==> config.mk <==
export PLATFORM = sky130hd
export DESIGN_NAME = alu_issue_ctrl
export DESIGN_NICKNAME = d
export VERILOG_FILES = /design/src/rtl/alu_issue_pkg.sv /design/src/rtl/alu_issue_ctrl.sv
export SDC_FILE = /design/constraint.sdc
export NUM_CORES = 1
export LEC_CHECK = 0
export CORE_ASPECT_RATIO = 0.6
export CORE_UTILIZATION = 32
export CTS_CLUSTER_DIAMETER = 60
export DETAILED_ROUTE_END_ITERATION = 10
export HOLD_SLACK_MARGIN = 0.08
export SYNTH_ARGS = -nofsm -noshare
export SYNTH_HDL_FRONTEND = slang
export SYNTH_SLANG_ARGS = --single-unit
export TNS_END_PERCENT = 10
==> constraint.sdc <==
create_clock -name clk -period 1.6 [get_ports clk]
set_input_delay 0.24 -clock clk [delete_from_list [all_inputs] [get_ports clk]]
set_output_delay 0.24 -clock clk [all_outputs]
set_load 0.01 [all_outputs]
Figure 1. Gate-type map.
(4 px per um)
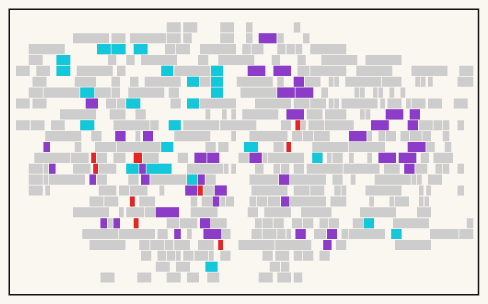
| family | colour | cells |
|---|---|---|
| inv cells | red | 9 |
| aoi and oai cells | purple | 42 |
| non-inverting ao/oa cells | cyan | 24 |
number of non-filler instances in the completed layout: 478
multi-input gate share of total cell area: 36.13%

Figure 2. Wiring heat map.
(4 px per um) 23 x 14 tiles, from white (low) to dark blue (high), scaled to the fullest tile. Values are wire area over tile area, all layers added.
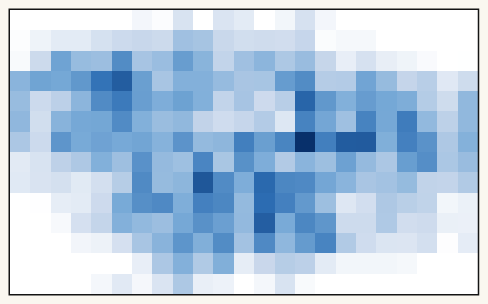
fullest tile: 0.48
nearly empty tiles: 17%
mean over tiles: 0.15
via count: 2423
DRT Wirelength: 8.008 mm
mean routed wirelength per cell: 16.75 um

Figure 3. Port wiring.
(6 px per um)
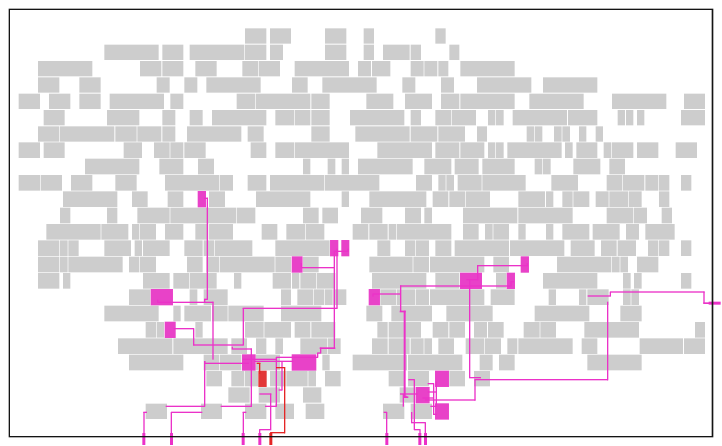
| port | colour | direction | edge | end cells | buffers | wire |
|---|---|---|---|---|---|---|
| `req_ready` | red | output | bottom | 1 | 1 | 16.9 um |
| `req_b` | magenta | input | 7 bottom, 1 right | 15 | 12 | 398 um |
num ports: 60
number of buffer cells added on primary ports: 59

==> impl_metrics.py <==
# Auto-generated metrics
metrics = {
    "floorplanning": {
        "num_rows": 24,
        "fp_util_pct": 33.94,
        "chipWidth_um": 117.0,
        "fp.dieH_um": 70.98,
        "dieArea_um2": 8301,
    },
    "grt": {
        "pin_count_of_the_biggest_net_entering_global_routing": 47,
        "globalRouteTotalUtil_pct": 19.73,
        "grt_pass1_wl_mm": 12.40,
        "grt_overflow_total": 0,
    },
    "critical_path": {
        "cp_num_buf_inv": 4,
        "crit_arrival_ps": 1560,
        "cp.depth": 7,
        "setup.reg_to_reg.worst_slack_ps": -60,
        "crit_path_end_kind": "primary output",
        "crit_path_top_delay_cell": "sky130_fd_sc_hd__dfrtp_1",
        "dominant_delay_contributor_by_cell_family_on_the_critical_path": "buffers and inverters",
    },
    "cts": {
        "deepest_clock_path_buffer_count": 2,
        "htree_num_levels": 2,
        "tritoncts": "built",
    },
    "power": {
        "worst_ir_drop_vdd_mv": 0.9076,
    },
    "outcome": {
        "failing_checks": "negative setup slack",
        "outcome": "complete, but fails checks",
    },
    "cells_and_area": {
        "post_route_standard_cell_area_excluding_fillers_um2": 4031,
        "antenna-diode-count": 0,
        "mostFrequentLayoutCells": "sky130_fd_sc_hd__nand2_1, sky130_fd_sc_hd__buf_4, sky130_fd_sc_hd__dfrtp_1, sky130_fd_sc_hd__clkdlybuf4s50_1, sky130_fd_sc_hd__buf_2",
    },
    "timing": {
        "slew_headroom_pct": 73.04,
        "slew_viol_final": 0,
        "final.period_utilization_pct": 112.6,
        "final_period_minus_worst_setup_slack_ps": 1802,
        "endpoints_failing_setup": 26,
        "clock_skew_ps": 4.915,
        "tightestPinTransition_ps": 400.8,
        "fmax_mhz": 555.0,
        "setup_ws_ps": -201.8,
    },
    "synthesis": {
        "syn_area_per_cell_um2": 9.835,
        "yosys.stat.seqShare_pct": 45.36,
        "post-synth-top-area-fraction_pct": 45.36,
        "synthCells": 258,
        "synth-area-yosys_um2": 2537,
        "synth.yosys.warnings": 0,
    },
    "placement": {
        "placedCellCount": 458,
    },
    "route": {
        "via_density": 5.069,
    },
}
-- Yosys cell counts (all sizes together) --
master and count:
nand2 49, dfrtp 46, nor2b 18, a22oi 17, clkbuf 9, ha 9
inv 9, a22o 8, a21bo 7, nand4 7, nor4 7, a21oi 6
buf 6, o21ai 6, a21o 5, nor2 5, nor3 5, a211oi 4
and4 4, and3 3, mux2i 3, nand2b 3, a221oi 2, a32o 2
and2 2, mux2 2, nor3b 2, o22ai 2, a31o 1, a31oi 1
a41oi 1, o211ai 1, o22a 1, o2bb2ai 1, o31ai 1, or2 1
or3 1, or4 1
-- power breakdown --
group,switching (mW),internal [mW],total (mW)
Clock,0.456,0.732,1.19
Combinational,1.90,2.22,4.13
Sequential,0.497,1.68,2.18
Total,2.85,4.64,7.49
-- layout make-up --
cell class | count | area (um2)
Timing Repair Buffer | 123 | 1091
Multi-Input combinational cell | 188 | 1456
Sequential cell | 46 | 1152
Clock buffer | 5 | 125.1
Clock inverter | 3 | 40.04
Inverter | 9 | 36.28
Tap cell | 104 | 130.1
Fill cell | 675 | 3446
-- repair_timing --
item,CTS,global route
cloned,0,2
gates resized,86,48
setup endpoints to repair,63,61
hold buffers,1,0
endpoints found under the hold margin,46,0
pin swaps,1,17
buffers inserted,1,8
-- metrics by stage --
stage	power (mW)	hold WS, ps	util [%]
2_1_floorplan	4.017	-55.59	-
3_3_place_gp	5.595	244.1	47.96
3_5_place_dp	5.652	241.0	47.96
4_1_cts	6.937	468.8	50.65
5_1_grt	7.981	508.7	53.92
6_report	7.493	455.5	53.92
-- cell families after synthesis --
group,synth area share [%]
fa+ha+maj,4.438
compound gates,20.61
simple gates,22.63
buf+inv,4.586
mux,2.367
flops,45.36
-- layer usage --
layer  routed length, um  vias to the layer above  track usage (%)
met5                   0                        -                0
met4                  48                        0            2.954
met3                 365                        6            4.456
met2                3359                       59            27.42
met1                4235                     1195            31.29
li1                    -                     1163                -
-- worst reg2reg max path: cells and delay by family, from the launching register on --
family                     cells  cell delay [ps]
adders and majority gates      1              190
buffers and inverters          4              460
DFF                            1              400
AOI/OAI and AO/OA              2              490
No activity file was given, so power comes from the tool's default toggle rates.
